Fig. 1: run 1, wiring by layer
Scale bar: 20 µm.
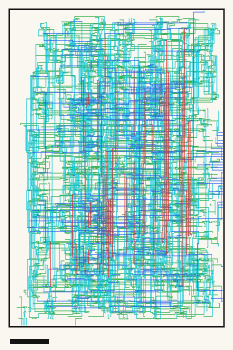
Fig. 2: run 1, track usage over the die
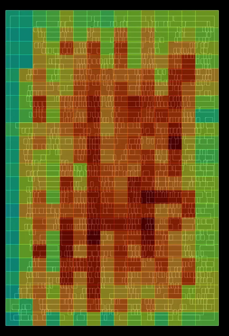
Fig. 3: run 1, gate-type map
Scale bar: 20 µm.
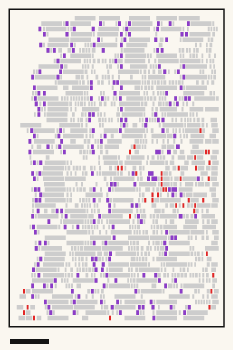
Fig. 4: run 1, close-up of the layout
Scale bar: 5 µm. Region (44, 102) to (64, 122) µm. Cells in gray, sequential cells in the stronger gray; small squares are vias.
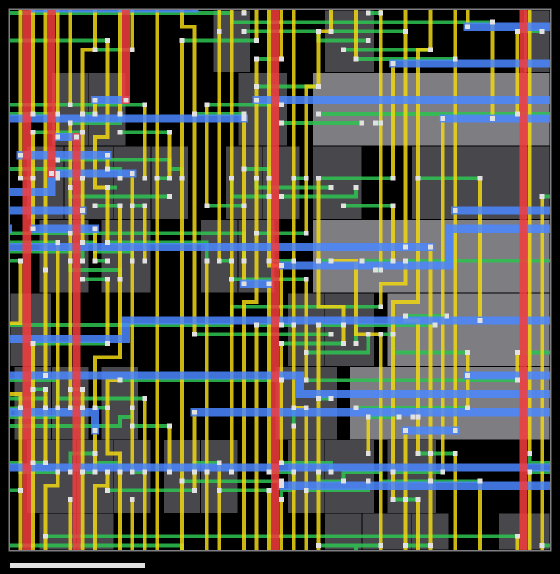
===== src/rtl/dpram_sync_init_if.sv =====
// Port bundle for dpram_sync_init: two independent request/response ports
// plus the shared status outputs.
interface dpram_sync_init_if #(
    parameter int DATA_W = 4,
    parameter int ADDR_W = 5
);
    logic              ena;
    logic              wea;
    logic [ADDR_W-1:0] addra;
    logic [DATA_W-1:0] dia;
    logic [DATA_W-1:0] doa;
    logic              vala;
    logic              enb;
    logic              web;
    logic [ADDR_W-1:0] addrb;
    logic [DATA_W-1:0] dib;
    logic [DATA_W-1:0] dob;
    logic              valb;
    logic              init_busy;
    logic              coll;

    modport master (
        output ena, wea, addra, dia, enb, web, addrb, dib,
        input  doa, vala, dob, valb, init_busy, coll
    );

    modport slave (
        input  ena, wea, addra, dia, enb, web, addrb, dib,
        output doa, vala, dob, valb, init_busy, coll
    );
endinterface


===== src/rtl/dpram_sync_init.sv =====
// Single-clock true dual-port RAM with post-reset clear sweep, selectable
// read-during-write mode, optional output register and collision flag.
module dpram_sync_init #(
    parameter int              DATA_W    = 4,
    parameter int              ADDR_W    = 5,
    parameter int              DEPTH     = 32,
    parameter int              READ_MODE = 0,
    parameter int              OUT_REG   = 0,
    parameter logic [DATA_W-1:0] INIT_VAL = '0
) (
    input logic              clk,
    input logic              rst,
    dpram_sync_init_if.slave bus
);

    localparam int                IDX_W     = (DEPTH > 1) ? $clog2(DEPTH) : 1;
    localparam logic [ADDR_W:0]   DEPTH_C   = (ADDR_W + 1)'(DEPTH);
    localparam logic [ADDR_W-1:0] LAST_ADDR = ADDR_W'(DEPTH - 1);

    typedef enum logic {ST_INIT, ST_RUN} state_t;

    state_t            state;
    logic [ADDR_W-1:0] sweep_addr;

    logic [DATA_W-1:0] mem [DEPTH];

    logic              acc_a, acc_b;
    logic              in_a, in_b;
    logic              wr_a, wr_b;
    logic [DATA_W-1:0] rd_a, rd_b;

    logic [DATA_W-1:0] d1_a, d1_b;
    logic              v1_a, v1_b;
    logic              coll_q;

    // Requests are only honoured once the sweep is finished and reset is low.
    assign acc_a = (state == ST_RUN) && !rst && bus.ena;
    assign acc_b = (state == ST_RUN) && !rst && bus.enb;
    assign in_a  = ({1'b0, bus.addra} < DEPTH_C);
    assign in_b  = ({1'b0, bus.addrb} < DEPTH_C);
    assign wr_a  = acc_a && bus.wea && in_a;
    assign wr_b  = acc_b && bus.web && in_b;

    // Reading mem here sees the pre-edge contents, which gives read-first
    // behaviour and old data on the non-writing side of a collision.
    always_comb begin
        // NOTE: every always_comb output gets a default first so no path
        // can leave it unassigned and infer a latch.
        rd_a = '0;
        rd_b = '0;
        if (in_a) begin
            rd_a = (READ_MODE != 0 && bus.wea) ? bus.dia : mem[bus.addra[IDX_W-1:0]];
        end
        if (in_b) begin
            rd_b = (READ_MODE != 0 && bus.web) ? bus.dib : mem[bus.addrb[IDX_W-1:0]];
        end
    end

    // Sweep FSM and first read stage.
    always_ff @(posedge clk) begin
        // NOTE: sequential state uses non-blocking assignments so every
        // register samples pre-edge values regardless of statement order.
        if (rst) begin
            state      <= ST_INIT;
            sweep_addr <= '0;
            d1_a       <= '0;
            d1_b       <= '0;
            v1_a       <= 1'b0;
            v1_b       <= 1'b0;
            coll_q     <= 1'b0;
        end else begin
            if (state == ST_INIT) begin
                sweep_addr <= sweep_addr + 1'b1;
                if (sweep_addr == LAST_ADDR) begin
                    state <= ST_RUN;
                end
            end
            v1_a <= acc_a;
            v1_b <= acc_b;
            if (acc_a) begin
                d1_a <= rd_a;
            end
            if (acc_b) begin
                d1_b <= rd_b;
            end
            coll_q <= acc_a && acc_b && in_a && (bus.addra == bus.addrb)
                      && (bus.wea || bus.web);
        end
    end

    // NOTE: the storage array has no reset branch; its contents are defined
    // by the clear sweep instead, which keeps it mappable to block RAM.
    always_ff @(posedge clk) begin
        if (!rst && state == ST_INIT) begin
            mem[sweep_addr[IDX_W-1:0]] <= INIT_VAL;
        end else begin
            if (wr_b) begin
                mem[bus.addrb[IDX_W-1:0]] <= bus.dib;
            end
            // Port A is written last so it wins a same-address double write.
            if (wr_a) begin
                mem[bus.addra[IDX_W-1:0]] <= bus.dia;
            end
        end
    end

    if (OUT_REG != 0) begin : g_out_reg
        logic [DATA_W-1:0] d2_a, d2_b;
        logic              v2_a, v2_b;

        always_ff @(posedge clk) begin
            if (rst) begin
                d2_a <= '0;
                d2_b <= '0;
                v2_a <= 1'b0;
                v2_b <= 1'b0;
            end else begin
                v2_a <= v1_a;
                v2_b <= v1_b;
                if (v1_a) begin
                    d2_a <= d1_a;
                end
                if (v1_b) begin
                    d2_b <= d1_b;
                end
            end
        end

        assign bus.doa  = d2_a;
        assign bus.dob  = d2_b;
        assign bus.vala = v2_a;
        assign bus.valb = v2_b;
    end else begin : g_no_out_reg
        assign bus.doa  = d1_a;
        assign bus.dob  = d1_b;
        assign bus.vala = v1_a;
        assign bus.valb = v1_b;
    end

    assign bus.init_busy = (state == ST_INIT);
    assign bus.coll      = coll_q;

endmodule


===== src/flat_wrapper.sv =====
// flat-port wrapper written by rule: the top's interface ports become plain ports
module dpram_sync_init_flat 
#(
    parameter int              DATA_W    = 4,
    parameter int              ADDR_W    = 5,
    parameter int              DEPTH     = 32,
    parameter int              READ_MODE = 0,
    parameter int              OUT_REG   = 0,
    parameter logic [DATA_W-1:0] INIT_VAL = '0
)
  (clk, rst, bus_ena, bus_wea, bus_addra, bus_dia, bus_enb, bus_web, bus_addrb, bus_dib, bus_doa, bus_vala, bus_dob, bus_valb, bus_init_busy, bus_coll);
  dpram_sync_init_if #(.DATA_W(DATA_W), .ADDR_W(ADDR_W)) bus_i ();
  input logic clk;
  input logic rst;
  input wire logic [$bits(bus_i.ena)-1:0] bus_ena;
  input wire logic [$bits(bus_i.wea)-1:0] bus_wea;
  input wire logic [$bits(bus_i.addra)-1:0] bus_addra;
  input wire logic [$bits(bus_i.dia)-1:0] bus_dia;
  input wire logic [$bits(bus_i.enb)-1:0] bus_enb;
  input wire logic [$bits(bus_i.web)-1:0] bus_web;
  input wire logic [$bits(bus_i.addrb)-1:0] bus_addrb;
  input wire logic [$bits(bus_i.dib)-1:0] bus_dib;
  output wire logic [$bits(bus_i.doa)-1:0] bus_doa;
  output wire logic [$bits(bus_i.vala)-1:0] bus_vala;
  output wire logic [$bits(bus_i.dob)-1:0] bus_dob;
  output wire logic [$bits(bus_i.valb)-1:0] bus_valb;
  output wire logic [$bits(bus_i.init_busy)-1:0] bus_init_busy;
  output wire logic [$bits(bus_i.coll)-1:0] bus_coll;
  assign bus_i.ena = bus_ena;
  assign bus_i.wea = bus_wea;
  assign bus_i.addra = bus_addra;
  assign bus_i.dia = bus_dia;
  assign bus_i.enb = bus_enb;
  assign bus_i.web = bus_web;
  assign bus_i.addrb = bus_addrb;
  assign bus_i.dib = bus_dib;
  assign bus_doa = bus_i.doa;
  assign bus_vala = bus_i.vala;
  assign bus_dob = bus_i.dob;
  assign bus_valb = bus_i.valb;
  assign bus_init_busy = bus_i.init_busy;
  assign bus_coll = bus_i.coll;
  dpram_sync_init #(.DATA_W(DATA_W), .ADDR_W(ADDR_W), .DEPTH(DEPTH), .READ_MODE(READ_MODE), .OUT_REG(OUT_REG), .INIT_VAL(INIT_VAL)) u_core (.clk(clk), .rst(rst), .bus(bus_i));
endmodule

===== config.mk =====
export PLATFORM = sky130hd
export DESIGN_NAME = dpram_sync_init_flat
export DESIGN_NICKNAME = d
export VERILOG_FILES = /design/src/rtl/dpram_sync_init_if.sv /design/src/rtl/dpram_sync_init.sv /design/src/flat_wrapper.sv
export SDC_FILE = /design/constraint.sdc
export NUM_CORES = 1
export LEC_CHECK = 0
export ABC_AREA = 1
export ABC_CLOCK_PERIOD_IN_PS = 3690
export CORE_ASPECT_RATIO = 1.5
export CORE_MARGIN = 2
export CORE_UTILIZATION = 55
export DETAILED_ROUTE_END_ITERATION = 8
export PLACE_DENSITY_LB_ADDON = 0.15
export REMOVE_ABC_BUFFERS = 1
export SYNTH_ARGS = -nofsm -noshare
export SYNTH_HDL_FRONTEND = slang
export SYNTH_SLANG_ARGS = --single-unit

===== constraint.sdc =====
create_clock -name clk -period 3.69 [get_ports clk]
set_clock_uncertainty 0.05 [all_clocks]
set_input_delay 0.9225 -clock clk [delete_from_list [all_inputs] [get_ports clk]]
set_output_delay 0.9225 -clock clk [all_outputs]
set_load 0.02 [all_outputs]

==> results.py, run 1 <==
# Physical implementation metrics
metrics = {
    "clocking": {
        "clock_path_buffers": 2,
        "clkTransAtPathRegs_ns": 0.06,
        "cts_setup_buffers": 0,
        "cts_max_level": 4,
        "clock_latency_ns": 0.43,
        "cts_tree": "yes",
        "cts_buffers": 17,
    },
    "final_timing": {
        "min_period_ns": 3.16,
        "rsz0062_at_grt": "no",
        "final-hold-violation-count": 0,
        "setup_viol": 0,
        "worst_hold_slack_ns": 0.419,
        "worstMarginPinSlew_ns": 0.769,
        "slew_viol_final": 0,
        "final.setup.tns_ns": 0,
        "fmax_ghz": 0.317,
    },
    "cells_and_area": {
        "clock_buffers": 19,
        "sh_seq_area": 0.409,
        "nFillCells": 1392,
        "nNonClkInverters": 39,
        "n_all_buffers": 76,
        "final-nonclk-buf-share": 0.0662,
        "diodes": 0,
        "regArea_um2": 4180,
        "multi_input_comb_cells": 958,
        "utilization": 0.635,
        "clk_share": 0.0602,
        "layout_top_cell": "nand2_1",
        "area_delta_synth_final_pct": 13.9,
        "sh_comb_area": 0.425,
        "lay_top_cells": "nand2_1 (546), nand3_1 (132), edfxtp_1 (128)",
        "fin_area_um2": 10200,
    },
    "grt": {
        "grt_pass1_wl_um": 45700,
        "grt.overflow.total": 0,
        "grt_use_met3": 0.0633,
        "grt_use_met1": 0.444,
        "grt_usage": 0.354,
        "grt_util_met2": 0.563,
        "grt_max_degree": 66,
    },
    "worst_setup_path": {
        "slowest_delay_ns": 0.59,
        "endpoint_kind": "flop",
        "cp.depth": 8,
        "path_cells": "clkdlybuf4s50_1 > inv_2 > nand2_4 > nor2_8 > nand2_4 > o21ai_1 > nand3_2 > o21ai_0",
        "crit_buf_inv": 2,
        "reg2reg_depth": 6,
        "critPathRequiredTime_ns": 3.71,
        "path_class": "in2reg",
        "critPathLaunchType": "input pin",
        "cp_slowest_cell": "o21ai_0",
    },
    "floorplan": {
        "die_w_um": 108,
        "core_area_um2": 16100,
        "die_h_um": 161,
        "rows": 57,
        "dieArea_um2": 17400,
    },
    "drt": {
        "drt-total-wl_um": 29900,
        "ant_nets": 0,
        "routed-wl-met3_um": 3260,
        "vias": 8822,
        "drc": 0,
        "via_per_inst": 6.06,
        "drt_iter0_markers": 1131,
        "highest_layer": "met4",
        "drtPass1Iterations": 7,
    },
    "power_and_ir_drop": {
        "p_seq_frac": 0.440,
        "comb_power_uw": 423,
        "vdd_drop_max_uv": 279,
        "power.group.top": "the clock network",
        "clkPwrFrac": 0.456,
        "p_int_uw": 3030,
        "pg_clk_uw": 1850,
        "p_leak_uw": 0.00401,
        "switchingPower_uw": 1020,
        "power_density_nw_per_um2": 395,
        "total_power_uw": 4050,
        "p_sw_frac": 0.252,
    },
    "synth": {
        "xor_area_frac": 0.000974,
        "yosysTopAreaCellShare": 0.427,
        "synth_top_cell_by_count": "nand2_1",
        "top_cells_by_count": "nand2_1 (546), nand3_1 (132), edfxtp_1 (128)",
        "synthArstFlopShare": 0,
        "ys_sh_mux": 0,
        "adder_share": 0.00278,
        "synthSimpleGateAreaFrac": 0.359,
        "yosysChipArea_um2": 8990,
        "synthCells": 1214,
        "synth_flops": 145,
        "ys_cells": 1214,
        "top_cells_by_area": "edfxtp_1 (43%), nand2_1 (23%), nand3_1 (7.3%)",
        "synth_area_um2": 8990,
        "ys_seq_share": 0.465,
        "ff_type": "edfxtp_1",
    },
    "min_path": {
        "hold_class": "reg2reg",
        "holdPathStages": 2,
    },
    "place": {
        "dp_hpwl_um": 19300,
        "gp_congestion": 0.973,
        "place_area_um2": 9620,
        "dp.cells": 1424,
        "post-place-ws_ns": 0.149,
    },
    "run_status": {
        "status": "finished, final reports clean",
    },
    "flow_run": {
        "warnings": 25,
        "maxCapViolCount": 0,
    },
}
-- Fig. 1 (at the start) --
Key: cyan = metal 2 [wire length 13800 µm]; blue = metal 3 [wire length 3260 µm]; red = metal 4 [wire length 2110 µm]; green = metal 1 [wire length 10700 µm]

-- Fig. 2 (at the start) --
busiest grt layer: met2
drt wl/cell: 20.5 µm

-- Fig. 3 (at the start) --
Key: purple = inverting AOI/OAI gates [cells 214, where widely spread]; red = inverters [cells 39]

-- Fig. 4 (at the start) --
Key: yellow = metal 2; green = metal 1; red = metal 4; blue = metal 3
Most frequent: nand2_1 (21), o21ai_1 (6), edfxtp_1 (4). Netlist names of flops here include u_core.mem (4). 41 logic cells have their middle in the window. Sequential cells in the window: 4.

-- run 1: final timing paths --
kind / from / endpoint / slack [ns]
worst min-delay path: u_core.bus.dob[1] / u_core.bus.dob[1] / 0.42
worst max register to register: u_core.state / u_core.mem[11][1] / 1.00
worst max-delay path: rst / u_core.mem[11][1] / 0.53
worst min register to register: u_core.bus.dob[1] / u_core.bus.dob[1] / 0.42
-- run 1: cell families after synthesis --
| kind of cell | Yosys count |
|---|---|
| and+or+nand+nor | 741 |
| DFF | 145 |
| buffers and inverters | 111 |
| AOI/OAI and AO/OA | 214 |
| xor gates and xnor gates | 1 |
| adders and majority gates | 2 |
-- run 1: tightest hold or removal path, delay by kind of cell (launching register included) --
kind | cells | cell delay (ns)
DFF | 1 | 0.31
and+or+nand+nor | 2 | 0.12
Fig. 5: run 1, sequential cells colored by netlist name
Scale bar: 20 µm.
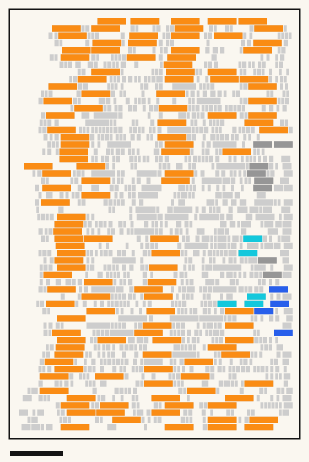

--- run 2 (diff from run 1) ---
- MAX_ROUTING_LAYER: not set -> met4
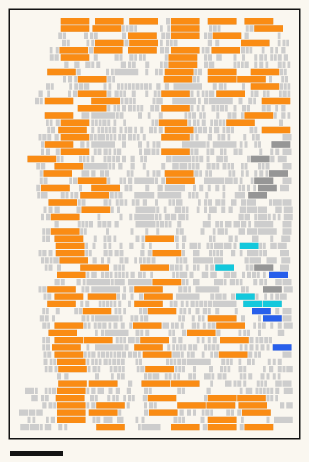
Fig. 6. Sequential cells colored by netlist name (run 2).
Scale bar: 20 µm.
Key: orange = u_core.mem [placed flops 128, where widely spread]; blue = u_core.bus.dob [placed flops 4]; cyan = u_core.sweep_addr [placed flops 5]

==> run 2 against run 1 <==
  * Total power down 1.1%
  * Via count is 0.33% lower
  * Highest routed layer unchanged
  * Worst setup slack lost 0.043 ns
  * Cell count hardly changed
==> results.py, run 2 <==
# Physical implementation metrics
metrics = {
    "power_and_ir_drop": {
        "power_density_nw_per_um2": 391,
        "p_leak_uw": 0.00401,
        "total_power_uw": 4010,
        "vdd_drop_max_uv": 257,
    },
    "worst_setup_path": {
        "arrival_ns": 3.22,
        "critPathLaunchType": "input pin",
        "slowest_delay_ns": 0.60,
        "cp_slowest_cell": "o21ai_0",
        "r2r_slack_ns": 0.96,
        "critPathRequiredTime_ns": 3.71,
        "endpoint_kind": "flop",
        "r2r_start": "u_core.state",
        "reg2reg_depth": 6,
        "path_cells": "clkdlybuf4s50_1 > inv_2 > nand2_4 > nor2_8 > nand2_4 > o21ai_1 > nand3_2 > o21ai_0",
        "path_class": "in2reg",
        "reg2reg_to": "u_core.mem[11][2]",
        "worstSetupEndpoint": "u_core.mem[11][2]",
        "crit_start": "rst",
    },
    "min_path": {
        "hp-start": "u_core.bus.doa[3]",
        "holdPathStages": 2,
        "hold_class": "reg2reg",
        "min_to": "u_core.bus.doa[3]",
    },
    "cells_and_area": {
        "fin_area_um2": 10200,
        "lay_top_cells": "nand2_1 (546), nand3_1 (132), edfxtp_1 (128)",
        "nNonClkInverters": 39,
        "layout_top_cell": "nand2_1",
        "nFillCells": 1421,
        "clock_buffers": 17,
        "area_delta_synth_final_pct": 13.8,
        "n_all_buffers": 75,
        "sh_seq_area": 0.409,
        "largest_reg_flops": 128,
        "utilization": 0.635,
        "clk_share": 0.0593,
        "regArea_um2": 4180,
        "sh_comb_area": 0.426,
        "diodes": 0,
        "final-nonclk-buf-share": 0.0667,
        "multi_input_comb_cells": 958,
    },
    "synth": {
        "synthArstFlopShare": 0,
        "ff_type": "edfxtp_1",
        "top_cells_by_count": "nand2_1 (546), nand3_1 (132), edfxtp_1 (128)",
        "yosysTopAreaCellShare": 0.427,
        "synth_area_um2": 8990,
        "ys_cells": 1214,
        "synthCells": 1214,
        "yosysWarningCount": 0,
        "synth_flops": 145,
        "synth_top_cell_by_count": "nand2_1",
        "yosysChipArea_um2": 8990,
        "top_cells_by_area": "edfxtp_1 (43%), nand2_1 (23%), nand3_1 (7.3%)",
        "ys_seq_share": 0.465,
    },
    "floorplan": {
        "n_tap_cell": 206,
        "dieArea_um2": 17400,
        "io-pin-count": 36,
        "core_area_um2": 16100,
        "rows": 57,
        "die_h_um": 161,
        "die_w_um": 108,
    },
    "final_timing": {
        "final.setup.tns_ns": 0,
        "worst_hold_slack_ns": 0.423,
        "fmax_ghz": 0.312,
        "setup_viol": 0,
        "min_period_ns": 3.20,
        "worstMarginPinSlew_ns": 0.760,
        "slew_viol_final": 0,
        "rsz0062_at_grt": "no",
        "final-hold-violation-count": 0,
    },
    "grt": {
        "grt_max_degree": 66,
        "top_usage_layer": "met2",
        "grt.overflow.total": 0,
        "grt_util_met2": 0.542,
        "grt_use_met1": 0.425,
        "grt_pass1_wl_um": 44500,
        "grt_usage": 0.355,
        "grt_use_met3": 0.0499,
    },
    "drt": {
        "drc": 0,
        "ant_nets": 0,
        "drtPass1Iterations": 7,
        "wl_per_cell_um": 20.4,
        "highest_layer": "met4",
        "via_per_inst": 6.04,
        "drt-total-wl_um": 29600,
        "vias": 8793,
        "drt_iter0_markers": 1131,
        "routed-wl-met3_um": 2800,
    },
    "flow_run": {
        "warnings": 25,
        "maxCapViolCount": 0,
    },
    "clocking": {
        "cts_setup_buffers": 0,
        "cts_tree": "yes",
        "cts_max_level": 4,
        "clock_latency_ns": 0.43,
        "clkTransAtPathRegs_ns": 0.07,
        "cts_buffers": 17,
        "clock_path_buffers": 2,
    },
    "place": {
        "place_area_um2": 9630,
        "portBuffers": 35,
        "dp_hpwl_um": 19300,
        "gp_congestion": 0.992,
    },
    "run_status": {
        "status": "finished, final reports clean",
    },
}
run 2: cell counts after synthesis:
Identical to the previous run, type by type.
run 2: critical path: cells and delay by family:
kind	cells	cell delay [ns]
compound gates	2	0.91
buf+inv	2	0.53
simple gates	4	0.85
run 2: cells by family after synthesis:
kind of cell               count (synthesis)  synth area share
buffers and inverters                    111            0.0504
xor gates and xnor gates                   1          0.000974
adders and majority gates                  2           0.00278
AOI/OAI and AO/OA                        214             0.121
and+or+nand+nor                          741             0.359
DFF                                      145             0.465
run 2: metrics by stage:
step                std cells  setup slack [ns]
floorplan                1142             0.184
detailed placement       1423             0.141
global placement         1423             0.206
finish                   1455             0.489
CTS                      1455             0.567
global route             1455             0.366
run 2: where the power goes:
group / internal [µW] / switching [µW]
Combinational: 123 / 299
Clock: 1070 / 733
Sequential: 1770 / 8.35
Fig. 7: run 2, wiring by layer
Scale bar: 20 µm.
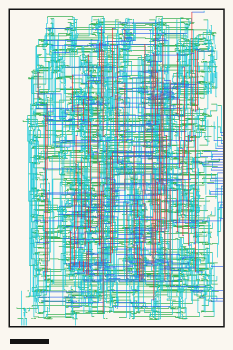

--- run 3 (diff from run 2) ---
- ABC_AREA: 1 -> 0
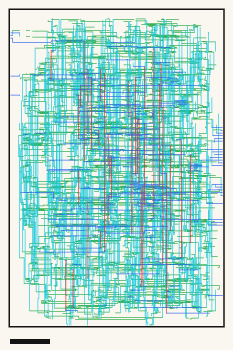
Fig. 8. Wiring by layer (run 3).
Scale bar: 20 µm.
Key: cyan = metal 2 [wire length 14000 µm]; red = metal 4 [wire length 1260 µm]; blue = metal 3 [wire length 1970 µm]; green = metal 1 [wire length 9980 µm]

==> run 3 against run 2 <==
  * Die area down 2.4%
  * Count of clock-buffer cells in the layout unchanged
  * Area after synthesis down 2.4%
  * Sequential share of layout area up 0.35 points
  * Fmax up 6.8%
  * Worst setup slack better by 0.20 ns
  * Sequential power about the same
  * Critical path depth down 2
  * Utilization up 1.4 points
  * Largest cell class unchanged
==> results.py, run 3 <==
# Physical implementation metrics
metrics = {
    "place": {
        "gp_congestion": 0.982,
        "portBuffers": 35,
        "place_area_um2": 9580,
        "dp_hpwl_um": 19000,
        "post-place-ws_ns": 0.316,
    },
    "flow_run": {
        "warnings": 25,
        "maxCapViolCount": 0,
    },
    "worst_setup_path": {
        "slowest_delay_ns": 0.63,
        "arrival_ns": 3.25,
        "path_cells": "clkdlybuf4s50_1 > buf_4 > nor2b_1 > a221oi_1 > o311ai_0 > o21ai_1",
        "r2r_start": "u_core.state",
        "crit_fanout": 16,
        "r2r_slack_ns": 1.12,
        "endpoint_kind": "flop",
        "critPathTopFamily": "buffers and inverters",
        "critPathRequiredTime_ns": 3.94,
        "crit_buf_inv": 2,
        "reg2reg_depth": 5,
        "reg2reg_to": "u_core.mem[22][2]",
        "critPathLaunchType": "input pin",
        "cp_slowest_cell": "clkdlybuf4s50_1",
        "path_class": "in2reg",
        "crit_start": "bus_addrb[1]",
        "worstSetupEndpoint": "u_core.bus.dob[0]",
        "cp.depth": 6,
    },
    "synth": {
        "yosysChipArea_um2": 8770,
        "ff_type": "edfxtp_1",
        "xor_area_frac": 0.00699,
        "avgSynthCellArea_um2": 12.0,
        "top_cells_by_count": "edfxtp_1 (128), nand2_1 (114), o21ai_0 (77)",
        "top_logic_kind": "multiplexers",
        "synthArstFlopShare": 0,
        "synth_flops": 145,
        "top_cells_by_area": "edfxtp_1 (44%), mux4_2 (12%), mux2_2 (9.8%)",
        "synthSimpleGateAreaFrac": 0.120,
        "ys_sh_aoi": 0.108,
        "edf_count": 128,
        "synth_area_um2": 8770,
        "yosysWarningCount": 0,
        "synthCells": 732,
        "ys_seq_share": 0.477,
        "ys_sh_mux": 0.249,
        "synth_top_cell_by_count": "edfxtp_1",
        "yosysTopAreaCellShare": 0.438,
        "adder_share": 0.00285,
        "largest_area_cell": "edfxtp_1",
        "yosys.cell_types.count": 52,
        "ys_cells": 732,
    },
    "cells_and_area": {
        "sh_comb_area": 0.421,
        "lay_top_cells": "edfxtp_1 (128), nand2_1 (114), o21ai_0 (77)",
        "n_all_buffers": 104,
        "nNonClkInverters": 2,
        "layout_top_cell": "edfxtp_1",
        "fin_area_um2": 10100,
        "sh_seq_area": 0.412,
        "clock_buffers": 17,
        "clk_share": 0.0559,
        "n_sequential_cell": 145,
        "regArea_um2": 4180,
        "largest_reg_flops": 128,
        "layout.area.comb_um2": 4270,
        "drive_gt1_frac": 0.306,
        "diodes": 0,
        "utilization": 0.649,
        "area_delta_synth_final_pct": 15.7,
        "nFillCells": 1220,
        "final-nonclk-buf-share": 0.0853,
        "largest_cell_class": "multi-input combinational cells",
        "multi_input_comb_cells": 523,
    },
    "power_and_ir_drop": {
        "p_sw_frac": 0.261,
        "total_power_uw": 3770,
        "clkPwrFrac": 0.447,
        "switchingPower_uw": 982,
        "vdd_drop_max_uv": 233,
        "p_leak_uw": 0.00377,
        "p_int_uw": 2790,
        "pg_clk_uw": 1680,
        "p_seq_uw": 1780,
        "power.group.top": "sequential cells",
        "comb_power_uw": 305,
        "power_density_nw_per_um2": 371,
        "p_seq_frac": 0.472,
        "pwr-share-comb": 0.081,
    },
    "final_timing": {
        "rsz0062_at_grt": "no",
        "final.setup.tns_ns": 0,
        "setup_slack_ns": 0.693,
        "fmax_ghz": 0.334,
        "min_period_over_period": 0.812,
        "maxSlewHeadroom": 0.578,
        "slew_viol_final": 0,
        "final-hold-violation-count": 0,
        "setup_viol": 0,
        "min_period_ns": 3.00,
        "worstMarginPinSlew_ns": 0.631,
    },
    "floorplan": {
        "n_tap_cell": 203,
        "dieArea_um2": 17000,
        "fp_util": 0.561,
        "rows": 56,
        "die_w_um": 107,
        "die_h_um": 159,
        "io-pin-count": 36,
        "core_area_um2": 15600,
    },
    "drt": {
        "drt-total-wl_um": 27200,
        "drc": 0,
        "drt_iter0_markers": 813,
        "via_per_inst": 6.67,
        "drtPass1Iterations": 8,
        "highest_layer": "met4",
        "routed-wl-met3_um": 1970,
        "wl_met1_um": 9980,
        "wl_per_cell_um": 26.9,
        "ant_nets": 0,
        "wl_met2_um": 14000,
        "vias": 6732,
    },
    "grt": {
        "grt_use_met1": 0.401,
        "grt_usage": 0.340,
        "grt_max_degree": 33,
        "antenna_found_initial": 0,
        "first_global_vias": 6610,
        "grt_use_met3": 0.0483,
        "grt_util_met2": 0.581,
        "grt.overflow.total": 0,
        "top_usage_layer": "met2",
        "grt_pass1_wl_um": 40000,
    },
    "min_path": {
        "hp-start": "u_core.bus.dob[0]",
        "holdPathStages": 2,
        "min_to": "u_core.bus.dob[0]",
        "hold_class": "reg2reg",
    },
    "clocking": {
        "cts_max_level": 4,
        "clkSinkCount": 145,
        "ctsHoldBuffers": 0,
        "cts_buffers": 17,
        "clkTransAtPathRegs_ns": 0.07,
        "clock_latency_ns": 0.43,
        "cts_setup_buffers": 0,
        "clock_path_buffers": 2,
        "cts_resized": 0,
        "cts_tree": "yes",
        "root_buffer": "clkbuf_16",
    },
    "run_status": {
        "status": "finished, final reports clean",
    },
}
-- run 3: netlist changes by cell type in the layout (fill, tap and decap cells not counted), moves of 13 or more --
cell | previous run | this run
nand3_1 | 132 | 4
mux2_2 | 0 | 76
a22oi_1 | 0 | 16
o21ai_0 | 115 | 77
buf_4 | 37 | 68
o21ai_1 | 69 | 3
o22ai_1 | 2 | 28
mux2i_1 | 0 | 25
mux4_2 | 0 | 48
nand2_1 | 546 | 114
a21oi_1 | 23 | 7
inv_1 | 28 | 1
nand2_2 | 13 | 0
-- run 3: through the flow --
stage	hold WS, ns	std cells
after global routing	0.432	1009
after detailed placement	0.399	977
after global placement	0.390	977
final	0.405	1009
after CTS	0.408	1009
after floorplan	0.427	670
Power is estimated from default activity; no workload was simulated.
